### config.mk
export PLATFORM = sky130hd
export DESIGN_NAME = spe_omem_port_flat
export DESIGN_NICKNAME = d
export VERILOG_FILES = /design/src/rtl/spe_omem_port_if.sv /design/src/rtl/spe_omem_port.sv /design/src/flat_wrapper.sv
export SDC_FILE = /design/constraint.sdc
export NUM_CORES = 1
export LEC_CHECK = 0
export ABC_AREA = 1
export CAP_MARGIN = 20
export CORE_UTILIZATION = 30
export CTS_BUF_LIST = sky130_fd_sc_hd__clkbuf_8 sky130_fd_sc_hd__clkbuf_16
export CTS_CLUSTER_DIAMETER = 80
export DETAILED_ROUTE_END_ITERATION = 16
export GPL_TIMING_DRIVEN = 0
export HOLD_SLACK_MARGIN = 0.1
export PLACE_DENSITY_LB_ADDON = 0.08
export RECOVER_POWER = 50
export SYNTH_ARGS = -nofsm -noshare
export SYNTH_HDL_FRONTEND = slang
export SYNTH_SLANG_ARGS = --single-unit
### constraint.sdc
create_clock -name clk -period 1.9 [get_ports clk]
set_input_delay 0.38 -clock clk [delete_from_list [all_inputs] [get_ports clk]]
set_output_delay 0.38 -clock clk [all_outputs]
set_load 0.03 [all_outputs]
### src/rtl/spe_omem_port_if.sv
// Bundle of the SPE core, router and status signals seen by one spe_omem_port.
// The slave modport is the port block itself; master is the surrounding core/router.
interface spe_omem_port_if #(
  parameter int SUM_WIDTH = 13,
  parameter int CNT_WIDTH = 8
);
  logic                 wr_valid;
  logic                 wr_ready;
  logic [SUM_WIDTH-1:0] wr_potential;
  logic                 wr_spike;
  logic                 rq_valid;
  logic                 rq_ready;
  logic                 res_valid;
  logic                 res_ready;
  logic [SUM_WIDTH-1:0] res_data;
  logic                 tx_valid;
  logic                 tx_ready;
  logic [32:0]          tx_packet;
  logic                 rx_valid;
  logic                 rx_ready;
  logic [32:0]          rx_packet;
  logic [1:0]           ts;
  logic                 ts_done;
  logic [CNT_WIDTH-1:0] wr_count;
  logic                 err_unexp;

  modport slave (
    input  wr_valid, wr_potential, wr_spike, rq_valid, res_ready,
           tx_ready, rx_valid, rx_packet,
    output wr_ready, rq_ready, res_valid, res_data, tx_valid, tx_packet,
           rx_ready, ts, ts_done, wr_count, err_unexp
  );

  modport master (
    output wr_valid, wr_potential, wr_spike, rq_valid, res_ready,
           tx_ready, rx_valid, rx_packet,
    input  wr_ready, rq_ready, res_valid, res_data, tx_valid, tx_packet,
           rx_ready, ts, ts_done, wr_count, err_unexp
  );
endinterface

### src/rtl/spe_omem_port.sv
// SPE-side endpoint of the SPE<->output-memory packet protocol: packs stores,
// issues residue requests, returns residues and tracks timestep-done broadcasts.
module spe_omem_port #(
  parameter int SPE_ID    = 0,
  parameter int OMEM_ID   = 11,
  parameter int SUM_WIDTH = 13,
  parameter int NUM_TS    = 2,
  parameter int CNT_WIDTH = 8
) (
  input  logic               clk,
  input  logic               rst,
  spe_omem_port_if.slave     bus
);

  localparam logic [3:0] DEST_ADDR   = 4'(OMEM_ID);
  localparam logic [3:0] OP_STORE    = 4'(2 * SPE_ID);
  localparam logic [3:0] OP_REQUEST  = 4'(2 * SPE_ID + 1);
  localparam logic [3:0] OP_RESIDUE  = 4'd0;
  localparam logic [3:0] OP_TS_DONE  = 4'd15;
  localparam logic [1:0] TS_MAX      = 2'(NUM_TS);
  localparam logic [CNT_WIDTH-1:0] CNT_MAX = {CNT_WIDTH{1'b1}};
  localparam logic [CNT_WIDTH-1:0] CNT_ONE = CNT_WIDTH'(1);

  typedef enum logic [2:0] {
    IDLE,
    SEND_WR,
    SEND_RQ,
    WAIT_RES,
    DELIVER
  } state_t;

  state_t               state;
  logic                 tx_valid_q;
  logic [32:0]          tx_packet_q;
  logic                 res_valid_q;
  logic [SUM_WIDTH-1:0] res_data_q;
  logic [1:0]           ts_q;
  logic                 ts_done_q;
  logic [CNT_WIDTH-1:0] wr_count_q;
  logic                 err_unexp_q;

  logic                 wr_fire;
  logic                 rq_fire;
  logic                 rx_fire;
  logic [3:0]           rx_opcode;
  logic                 store_done;
  logic                 ts_event;
  logic                 unused_rx_bits;

  assign bus.wr_ready  = (state == IDLE);
  assign bus.rq_ready  = (state == IDLE) && !bus.wr_valid;
  assign bus.rx_ready  = (state != DELIVER);

  assign wr_fire    = bus.wr_valid && bus.wr_ready;
  assign rq_fire    = bus.rq_valid && bus.rq_ready;
  assign rx_fire    = bus.rx_valid && bus.rx_ready;
  assign rx_opcode  = bus.rx_packet[28:25];
  assign store_done = (state == SEND_WR) && bus.tx_ready;
  assign ts_event   = rx_fire && (rx_opcode == OP_TS_DONE);

  // Destination address and the upper residue data bits carry nothing for this block.
  assign unused_rx_bits = ^{bus.rx_packet[32:29], bus.rx_packet[24:SUM_WIDTH]};

  assign bus.tx_valid  = tx_valid_q;
  assign bus.tx_packet = tx_packet_q;
  assign bus.res_valid = res_valid_q;
  assign bus.res_data  = res_data_q;
  assign bus.ts        = ts_q;
  assign bus.ts_done   = ts_done_q;
  assign bus.wr_count  = wr_count_q;
  assign bus.err_unexp = err_unexp_q;

  always_ff @(posedge clk or posedge rst) begin
    if (rst) begin
      state       <= IDLE;
      tx_valid_q  <= 1'b0;
      tx_packet_q <= '0;
      res_valid_q <= 1'b0;
      res_data_q  <= '0;
    end else begin
      case (state)
        IDLE: begin
          if (wr_fire) begin
            tx_valid_q  <= 1'b1;
            tx_packet_q <= {DEST_ADDR, OP_STORE, 24'(bus.wr_potential), bus.wr_spike};
            state       <= SEND_WR;
          end else if (rq_fire) begin
            tx_valid_q  <= 1'b1;
            tx_packet_q <= {DEST_ADDR, OP_REQUEST, 25'd0};
            state       <= SEND_RQ;
          end
        end
        SEND_WR: begin
          if (bus.tx_ready) begin
            tx_valid_q <= 1'b0;
            state      <= IDLE;
          end
        end
        SEND_RQ: begin
          if (bus.tx_ready) begin
            tx_valid_q <= 1'b0;
            state      <= WAIT_RES;
          end
        end
        WAIT_RES: begin
          if (rx_fire && (rx_opcode == OP_RESIDUE)) begin
            res_data_q  <= bus.rx_packet[SUM_WIDTH-1:0];
            res_valid_q <= 1'b1;
            state       <= DELIVER;
          end
        end
        DELIVER: begin
          if (bus.res_ready) begin
            res_valid_q <= 1'b0;
            state       <= IDLE;
          end
        end
        default: state <= IDLE;
      endcase
    end
  end

  // A timestep-done clears the counter first, so a store finishing on the same edge counts as 1.
  always_ff @(posedge clk or posedge rst) begin
    if (rst) begin
      ts_q        <= 2'd1;
      ts_done_q   <= 1'b0;
      wr_count_q  <= '0;
      err_unexp_q <= 1'b0;
    end else begin
      ts_done_q <= ts_event;
      if (ts_event) begin
        if (ts_q < TS_MAX) begin
          ts_q <= ts_q + 2'd1;
        end
        wr_count_q <= store_done ? CNT_ONE : '0;
      end else if (store_done && (wr_count_q != CNT_MAX)) begin
        wr_count_q <= wr_count_q + CNT_ONE;
      end
      if (rx_fire && (rx_opcode == OP_RESIDUE) && (state != WAIT_RES)) begin
        err_unexp_q <= 1'b1;
      end
    end
  end

endmodule

### src/flat_wrapper.sv
// flat-port wrapper written by rule: the top's interface ports become plain ports
module spe_omem_port_flat 
#(
  parameter int SPE_ID    = 0,
  parameter int OMEM_ID   = 11,
  parameter int SUM_WIDTH = 13,
  parameter int NUM_TS    = 2,
  parameter int CNT_WIDTH = 8
)
  (clk, rst, bus_wr_valid, bus_wr_potential, bus_wr_spike, bus_rq_valid, bus_res_ready, bus_tx_ready, bus_rx_valid, bus_rx_packet, bus_wr_ready, bus_rq_ready, bus_res_valid, bus_res_data, bus_tx_valid, bus_tx_packet, bus_rx_ready, bus_ts, bus_ts_done, bus_wr_count, bus_err_unexp);
  spe_omem_port_if #(.SUM_WIDTH(SUM_WIDTH), .CNT_WIDTH(CNT_WIDTH)) bus_i ();
  input  logic clk;
  input  logic rst;
  input wire logic [$bits(bus_i.wr_valid)-1:0] bus_wr_valid;
  input wire logic [$bits(bus_i.wr_potential)-1:0] bus_wr_potential;
  input wire logic [$bits(bus_i.wr_spike)-1:0] bus_wr_spike;
  input wire logic [$bits(bus_i.rq_valid)-1:0] bus_rq_valid;
  input wire logic [$bits(bus_i.res_ready)-1:0] bus_res_ready;
  input wire logic [$bits(bus_i.tx_ready)-1:0] bus_tx_ready;
  input wire logic [$bits(bus_i.rx_valid)-1:0] bus_rx_valid;
  input wire logic [$bits(bus_i.rx_packet)-1:0] bus_rx_packet;
  output wire logic [$bits(bus_i.wr_ready)-1:0] bus_wr_ready;
  output wire logic [$bits(bus_i.rq_ready)-1:0] bus_rq_ready;
  output wire logic [$bits(bus_i.res_valid)-1:0] bus_res_valid;
  output wire logic [$bits(bus_i.res_data)-1:0] bus_res_data;
  output wire logic [$bits(bus_i.tx_valid)-1:0] bus_tx_valid;
  output wire logic [$bits(bus_i.tx_packet)-1:0] bus_tx_packet;
  output wire logic [$bits(bus_i.rx_ready)-1:0] bus_rx_ready;
  output wire logic [$bits(bus_i.ts)-1:0] bus_ts;
  output wire logic [$bits(bus_i.ts_done)-1:0] bus_ts_done;
  output wire logic [$bits(bus_i.wr_count)-1:0] bus_wr_count;
  output wire logic [$bits(bus_i.err_unexp)-1:0] bus_err_unexp;
  assign bus_i.wr_valid = bus_wr_valid;
  assign bus_i.wr_potential = bus_wr_potential;
  assign bus_i.wr_spike = bus_wr_spike;
  assign bus_i.rq_valid = bus_rq_valid;
  assign bus_i.res_ready = bus_res_ready;
  assign bus_i.tx_ready = bus_tx_ready;
  assign bus_i.rx_valid = bus_rx_valid;
  assign bus_i.rx_packet = bus_rx_packet;
  assign bus_wr_ready = bus_i.wr_ready;
  assign bus_rq_ready = bus_i.rq_ready;
  assign bus_res_valid = bus_i.res_valid;
  assign bus_res_data = bus_i.res_data;
  assign bus_tx_valid = bus_i.tx_valid;
  assign bus_tx_packet = bus_i.tx_packet;
  assign bus_rx_ready = bus_i.rx_ready;
  assign bus_ts = bus_i.ts;
  assign bus_ts_done = bus_i.ts_done;
  assign bus_wr_count = bus_i.wr_count;
  assign bus_err_unexp = bus_i.err_unexp;
  spe_omem_port #(.SPE_ID(SPE_ID), .OMEM_ID(OMEM_ID), .SUM_WIDTH(SUM_WIDTH), .NUM_TS(NUM_TS), .CNT_WIDTH(CNT_WIDTH)) u_core (.clk(clk), .rst(rst), .bus(bus_i));
endmodule
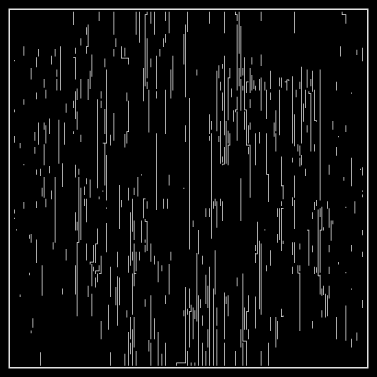
**Above:** run 1 (metal 2).
Drawn at 4 px/µm.
share of all routed wire: 43%
longest straight run: 37.7 µm
nets with wire on the layer: 306

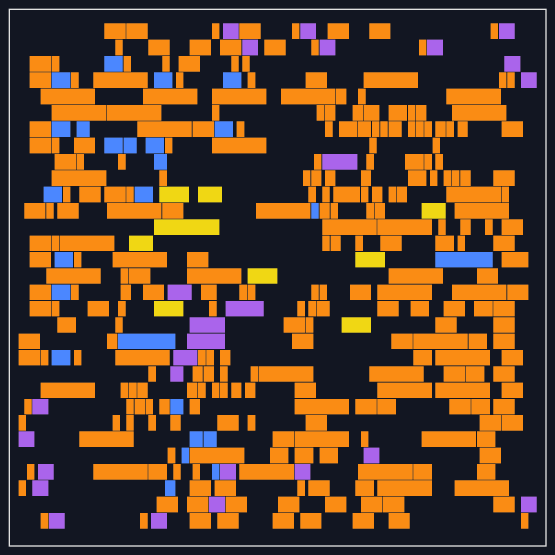
**Above:** run 1 (cell sizes after repair).
Drawn at 6 px/µm.
| size | color | cells | share | most used |
|---|---|---|---|---|
| x6 and larger | yellow | 9 | 2.6% | clkbuf_8 |
| x1 and smaller | orange | 285 | 83% | clkdlybuf4s50_1 |
| x3 and x4 | purple | 26 | 7.5% | buf_4 |
| x2 | blue | 25 | 7.2% | o21ai_2 |

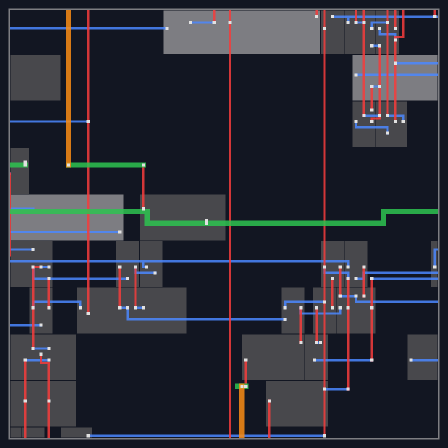
**Above:** run 1 (a small window of the routed layout).
Region (32, 32) to (57, 57) µm. Cells in gray, sequential cells in the stronger gray; small squares are vias.
| layer | color |
|---|---|
| M1 | blue |
| M2 | red |
| M4 | orange |
| M3 | green |
cells with their middle in the window: 24
most frequent: nand2_1 (5), nor2_1 (3), dfrtp_1 (3)
netlist names of flops here include: u_core.bus.wr_count (2), u_core.bus.err_unexp (1)
sequential cells in the window: 3

==> impl_metrics.py, run 1 <==
# Metrics from the implementation run
metrics = {
    "critical_path": {
        "cp-startpoint": "u_core.bus.tx_packet[30]",
        "critPathCapture": "bus_tx_packet[32]",
        "critPathMaxFanout": 4,
    },
    "finish": {
        "nonClockInverterCount": 32,
        "clk_share_pct": 3.13,
        "nClkBuffers": 5,
        "largest_class": "sequential cells",
        "n_all_buffers": 108,
        "comb_cells": 151,
    },
    "sta": {
        "fmax_mhz": 549,
        "hold_viol_final": 0,
        "fin_crit_ns": 1.82,
        "slew_headroom_pct": 50.6,
    },
    "routing": {
        "vias_per_cell": 4.21,
        "postRouteAntennaNets": 0,
        "drt_iter0_drc": 41,
    },
    "placement": {
        "place_ws_ns": -0.232,
    },
    "yosys": {
        "mux_area_share_pct": 0,
        "synth_flop_count": 46,
        "xor_share_pct": 1.92,
        "seq_area_frac_synth_pct": 50.5,
        "synth.distinct_cells": 28,
    },
    "status": {
        "outcome": "complete, no violations",
    },
    "clock_tree": {
        "clockBufferDepth": 2,
        "cts_tree": "done",
    },
    "grt": {
        "grt_pass1_vias": 1710,
        "grt.overflow.total": 0,
        "grt_antenna_before_repair": 0,
    },
    "run": {
        "warnings": 43,
    },
    "floorplan": {
        "rows": 31,
    },
    "pwr": {
        "pwr-share-comb_pct": 49.3,
    },
}
-- run 1: synthesized netlist by cell type --
library cell,count,area (µm²)
a21oi_1,2,10.0
a22o_1,15,131
buf_4,18,135
buf_6,4,45.0
conb_1,1,3.75
dfrtp_1,45,1130
dfstp_2,1,26.3
ha_1,1,12.5
inv_1,27,101
inv_2,5,18.8
nand2_1,40,150
nand2_2,4,25.0
nand2_4,1,11.3
nand3_1,20,100
nand3_4,2,35.0
nand4_1,3,18.8
nor2_1,15,56.3
nor2_2,1,6.26
nor2_4,2,22.5
nor3_4,1,16.3
o21ai_0,5,25.0
o21ai_1,2,10.0
o21ai_2,13,114
o21ai_4,1,16.3
o21bai_1,2,15.0
or2_2,1,6.26
xnor2_1,1,8.76
xor2_1,4,35.0
-- run 1: routing by layer --
metal,GRT usage (%),wire length [µm]
met4,4.76,103
met2,20.1,2100
met5,0,0
met3,4.62,443
met1,16.6,2280
-- run 1: state kept, by name, summed over array words and instances (netlist names) --
name and count:
u_core.bus.tx_valid 1, u_core.bus.ts 2, u_core.bus.ts_done 1, u_core.bus.res_data 13
u_core.state 3, u_core.bus.res_valid 1, u_core.bus.tx_packet 16, u_core.bus.err_unexp 1
u_core.bus.wr_count 8
-- run 1: power groups by stage --
stage               logic (W)  clock network, W  registers, W
floorplan            0.000825                 0       0.00202
global placement      0.00218                 0       0.00150
detailed placement    0.00219                 0       0.00150
CTS                   0.00219          0.000737       0.00148
global route          0.00231          0.000763       0.00152
finish                0.00213          0.000705       0.00148
-- run 1: cells by family after synthesis --
group	count (synthesis)
AND-OR/OR-AND	40
XOR/XNOR	5
adder cells (fa/ha/maj)	1
buffers and inverters	54
flip-flops	46
other	1
AND/OR/NAND/NOR	90
## Run 2: what changed since run 1
ABC_AREA = 0   (was 1)
HOLD_SLACK_MARGIN = default   (was 0.1)
SKIP_LAST_GASP = 1   (was default)
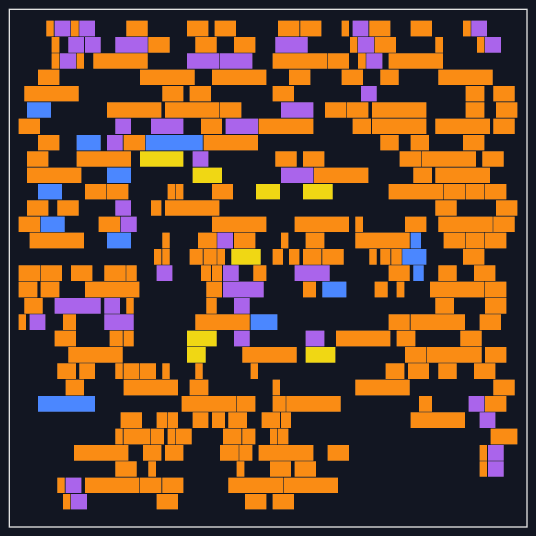
**Above:** run 2 (cell sizes after repair).
Drawn at 6 px/µm.
| size | color | cells | share | most used |
|---|---|---|---|---|
| x6 and larger | yellow | 8 | 2.8% | clkbuf_8 |
| x1 and smaller | orange | 226 | 78% | clkdlybuf4s50_1 |
| x3 and x4 | purple | 42 | 15% | buf_4 |
| x2 | blue | 13 | 4.5% | mux2_2 |

==> run 2 against run 1 <==
  * The run now ends with negative setup slack left
  * Cell count fell by 13%
  * Highest routed layer unchanged
  * Clock power fell by 11%
  * Count of clock-buffer cells in the layout did not move
  * Worst hold slack got worse by 0.0078 ns
  * Worst setup slack got worse by 0.081 ns
  * Die area fell by 7.0%
  * Register-to-register slack got worse by 0.26 ns
==> impl_metrics.py, run 2 <==
# Metrics from the implementation run
metrics = {
    "status": {
        "outcome": "finished, violations left",
        "violations": "negative setup slack",
    },
    "pwr": {
        "pwr-share-comb_pct": 51.8,
        "seq-power_w": 0.00151,
        "pg_comb_w": 0.00229,
        "p_clk_w": 0.000624,
        "power_leader": "combinational logic",
    },
    "run": {
        "warnings": 44,
    },
    "sta": {
        "fin_crit_ns": 1.90,
        "slew_headroom_pct": 44.2,
        "setup_viol": 1,
        "fmax_mhz": 525,
        "hold_viol_final": 0,
        "fin_ws_ns": -0.00398,
    },
    "grt": {
        "grt_antenna_before_repair": 0,
        "grt.overflow.total": 0,
        "grt_pass1_vias": 1615,
    },
    "critical_path": {
        "critPathCapture": "u_core.bus.res_data[5]",
        "critPathMaxFanout": 10,
        "cp-startpoint": "u_core.state[2]",
    },
    "yosys": {
        "synth_top_cell_by_count": "dfrtp_1",
        "edf_count": 0,
        "top_area_share_pct": 53.2,
        "seq_area_frac_synth_pct": 54.4,
        "synthArstFlopShare_pct": 100,
        "synth_flop_count": 46,
    },
    "clock_tree": {
        "cts_tree": "done",
    },
    "finish": {
        "largest_reg_flops": 16,
    },
    "routing": {
        "postRouteAntennaNets": 0,
        "drt_iter0_drc": 36,
        "vias_per_cell": 4.42,
    },
    "placement": {
        "place_ws_ns": -0.484,
    },
    "floorplan": {
        "rows": 30,
    },
}
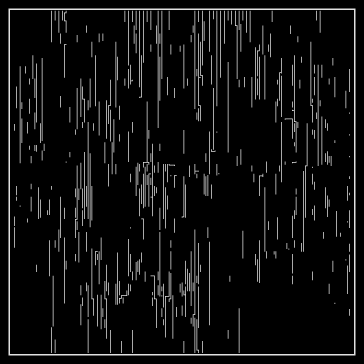
**Above:** run 2 (metal 2).
Drawn at 4 px/µm.
share of all routed wire: 45%
wire length on this layer: 2,150 µm
nets with wire on the layer: 290

run 2: layout make-up:
class	count	area, µm²
plain buffers	24	184
clock buffers	5	68.8
clock inverters	3	25.0
fillers	636	3460
inverters	5	18.8
multi-input cells	111	838
flip-flops and latches	46	1150
well taps	96	120
repair buffers	95	927
run 2: worst min path at each step:
| stage | from | end | slack, ns | cells past startpoint |
|---|---|---|---|---|
| 6_report | u_core.bus.res_valid | u_core.bus.res_valid | 0.48 | 2 |
| 3_5_place_dp | u_core.bus.res_valid | u_core.bus.res_valid | 0.46 | 2 |
| 3_3_place_gp | u_core.bus.err_unexp | u_core.bus.err_unexp | 0.45 | 1 |
| 2_1_floorplan | bus_res_ready | u_core.state[2] | 0.49 | 1 |
| 5_1_grt | u_core.bus.tx_packet[1] | u_core.bus.tx_packet[1] | 0.52 | 1 |
| 4_1_cts | rst | u_core.bus.tx_packet[0] | 0.43 | 2 |
run 2: kinds of logic after synthesis:
| kind of cell | Yosys count | share of synthesized area, % |
|---|---|---|
| DFF | 46 | 54.4 |
| and+or+nand+nor | 39 | 11.0 |
| AOI/OAI and AO/OA | 35 | 12.4 |
| buffers and inverters | 30 | 9.75 |
| muxes | 14 | 8.80 |
| xor gates and xnor gates | 7 | 2.89 |
| adders and majority gates | 1 | 0.591 |
| other | 1 | 0.177 |
run 2: per-layer routing:
layer / up-vias / wire, µm / global-route usage [%]
met3: 5 / 411 / 4.81
li1: 822 / - / -
met5: - / 0 / 0
met1: 808 / 2220 / 18.0
met2: 65 / 2150 / 21.6
met4: 0 / 53 / 4.09
run 2: what timing repair did:
action / in CTS / in global routing
setup buffers: 5 / 4
pin swaps: 2 / 2
hold buffers: 0 / 0
setup endpoints to repair: 12 / 16
resized: 19 / 4
## Run 3: what changed since run 2
CORE_ASPECT_RATIO = 0.8   (was default)
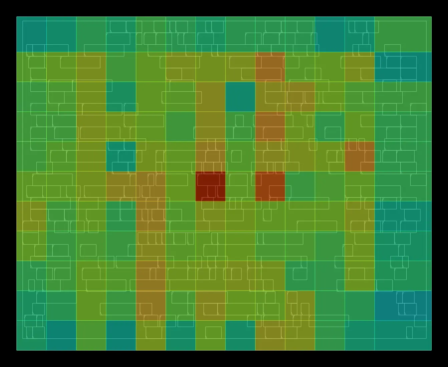
**Above:** run 3 (track usage over the die).
GR met3 Demand/Resource: 5.75%
GRT Total Usage: 13.0%
fin util: 47.9%
met2 usage: 19.1%

==> run 3 against run 2 <==
  * The flow now finishes without violations
  * Via count fell by 3.6%
  * Non-clock buffer count fell by 3
  * Sequential share of layout area rose by 0.51 points
  * Critical path depth fell by 4
  * Clock skew rose by 0.0018 ns
  * Area after synthesis did not move
  * Sequential power barely moved
  * Routed wire length fell by 2.3%
  * Synthesized cell count did not move
==> impl_metrics.py, run 3 <==
# Metrics from the implementation run
metrics = {
    "finish": {
        "flop_area_um2": 1150,
        "nClkBuffers": 5,
        "comb_share_pct": 25.5,
        "clk_share_pct": 2.74,
        "seq_share_pct": 35.1,
        "nonClockInverterCount": 5,
        "final-nonclk-buf-share_pct": 32.8,
        "comb_cells": 111,
        "comb_area_um2": 838,
        "largest_reg_flops": 16,
        "fillers": 652,
    },
    "yosys": {
        "xor_share_pct": 2.89,
        "logic_family": "AND-OR/OR-AND gates",
        "edf_count": 0,
        "synthAdderAreaFrac_pct": 0.591,
        "ys_sh_aoi_pct": 12.4,
        "synth_top_cell_by_count": "dfrtp_1",
        "seq_area_frac_synth_pct": 54.4,
        "synthArstFlopShare_pct": 100,
        "mux_area_share_pct": 8.80,
    },
    "grt": {
        "grt.overflow.total": 0,
        "grt_pass1_vias": 1552,
        "top_usage_layer": "met2",
        "grt_use_met1_pct": 17.1,
    },
    "sta": {
        "fin_crit_ns": 1.85,
        "setup_viol": 0,
        "slew_headroom_pct": 62.3,
    },
    "status": {
        "outcome": "complete, no violations",
    },
    "routing": {
        "vias_per_cell": 4.39,
        "postRouteAntennaNets": 0,
        "drt_iter0_drc": 71,
    },
    "floorplan": {
        "tapCellCount": 87,
    },
    "run": {
        "warnings": 42,
    },
    "clock_tree": {
        "cts_tree": "done",
    },
}
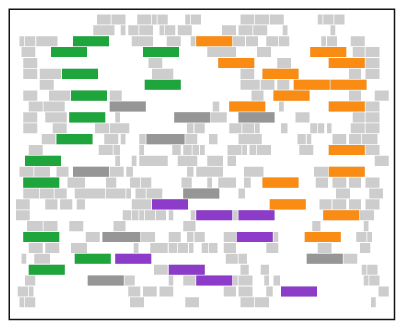
**Above:** run 3 (sequential cells colored by netlist name).
Drawn at 4 px/µm. Other sequential cells in the stronger gray, the rest of the logic in the fainter gray.
| signal | color | sequential cells |
|---|---|---|
| u_core.bus.tx_packet | orange | 16 |
| u_core.bus.wr_count | purple | 8 |
| u_core.bus.res_data | green | 13 |
not colored: 9

run 3: cell counts after synthesis:
Identical to the previous run, type by type.
run 3: kinds of logic after synthesis:
family                   after synthesis
flip-flops                            46
adder cells (fa/ha/maj)                1
multiplexers                          14
AND/OR/NAND/NOR                       39
buffers and inverters                 30
XOR/XNOR                               7
AND-OR/OR-AND                         35
other                                  1
run 3: path summary, 6_finish.rpt:
kind / startpoint / end / slack [ns] / depth (start not counted)
max in group asynchronous: rst / u_core.bus.ts[0] / 0.71 / 3
min: u_core.bus.err_unexp / u_core.bus.err_unexp / 0.48 / 1
min reg2reg: u_core.bus.err_unexp / u_core.bus.err_unexp / 0.48 / 1
min in group asynchronous: rst / u_core.bus.tx_packet[11] / 0.56 / 2
max: u_core.bus.wr_count[3] / bus_wr_count[3] / 0.05 / 1
max reg2reg: u_core.state[0] / u_core.bus.res_data[7] / 0.06 / 6
run 3: through the flow:
stage          power [W]  setup slack (ns)
6_report         0.00441            0.0548
5_1_grt          0.00467           0.00851
4_1_cts          0.00445          0.000438
3_5_place_dp     0.00379            -0.473
3_3_place_gp     0.00378            -0.628
2_1_floorplan    0.00290           0.00336
run 3: layer usage:
metal | vias to the layer above | share of wire, %
met3 | 7 | 11
met4 | 0 | 1.3
met5 | - | 0
met1 | 752 | 48
met2 | 72 | 40
li1 | 808 | -
run 3: what timing repair did:
| action | 4_1_cts | 5_1_grt |
|---|---|---|
| hold buffers | 0 | 0 |
| setup buffers | 3 | 2 |
| pin swaps | 2 | 1 |
| setup endpoints to repair | 13 | 10 |
| cloned | 0 | 0 |
| resized | 24 | 5 |
run 3: power breakdown:
part	internal, W	switching [W]
Combinational	0.00105	0.00124
Clock	0.000259	0.000347
Sequential	0.00131	0.000201
No activity file was given, so power comes from the tool's default toggle rates.
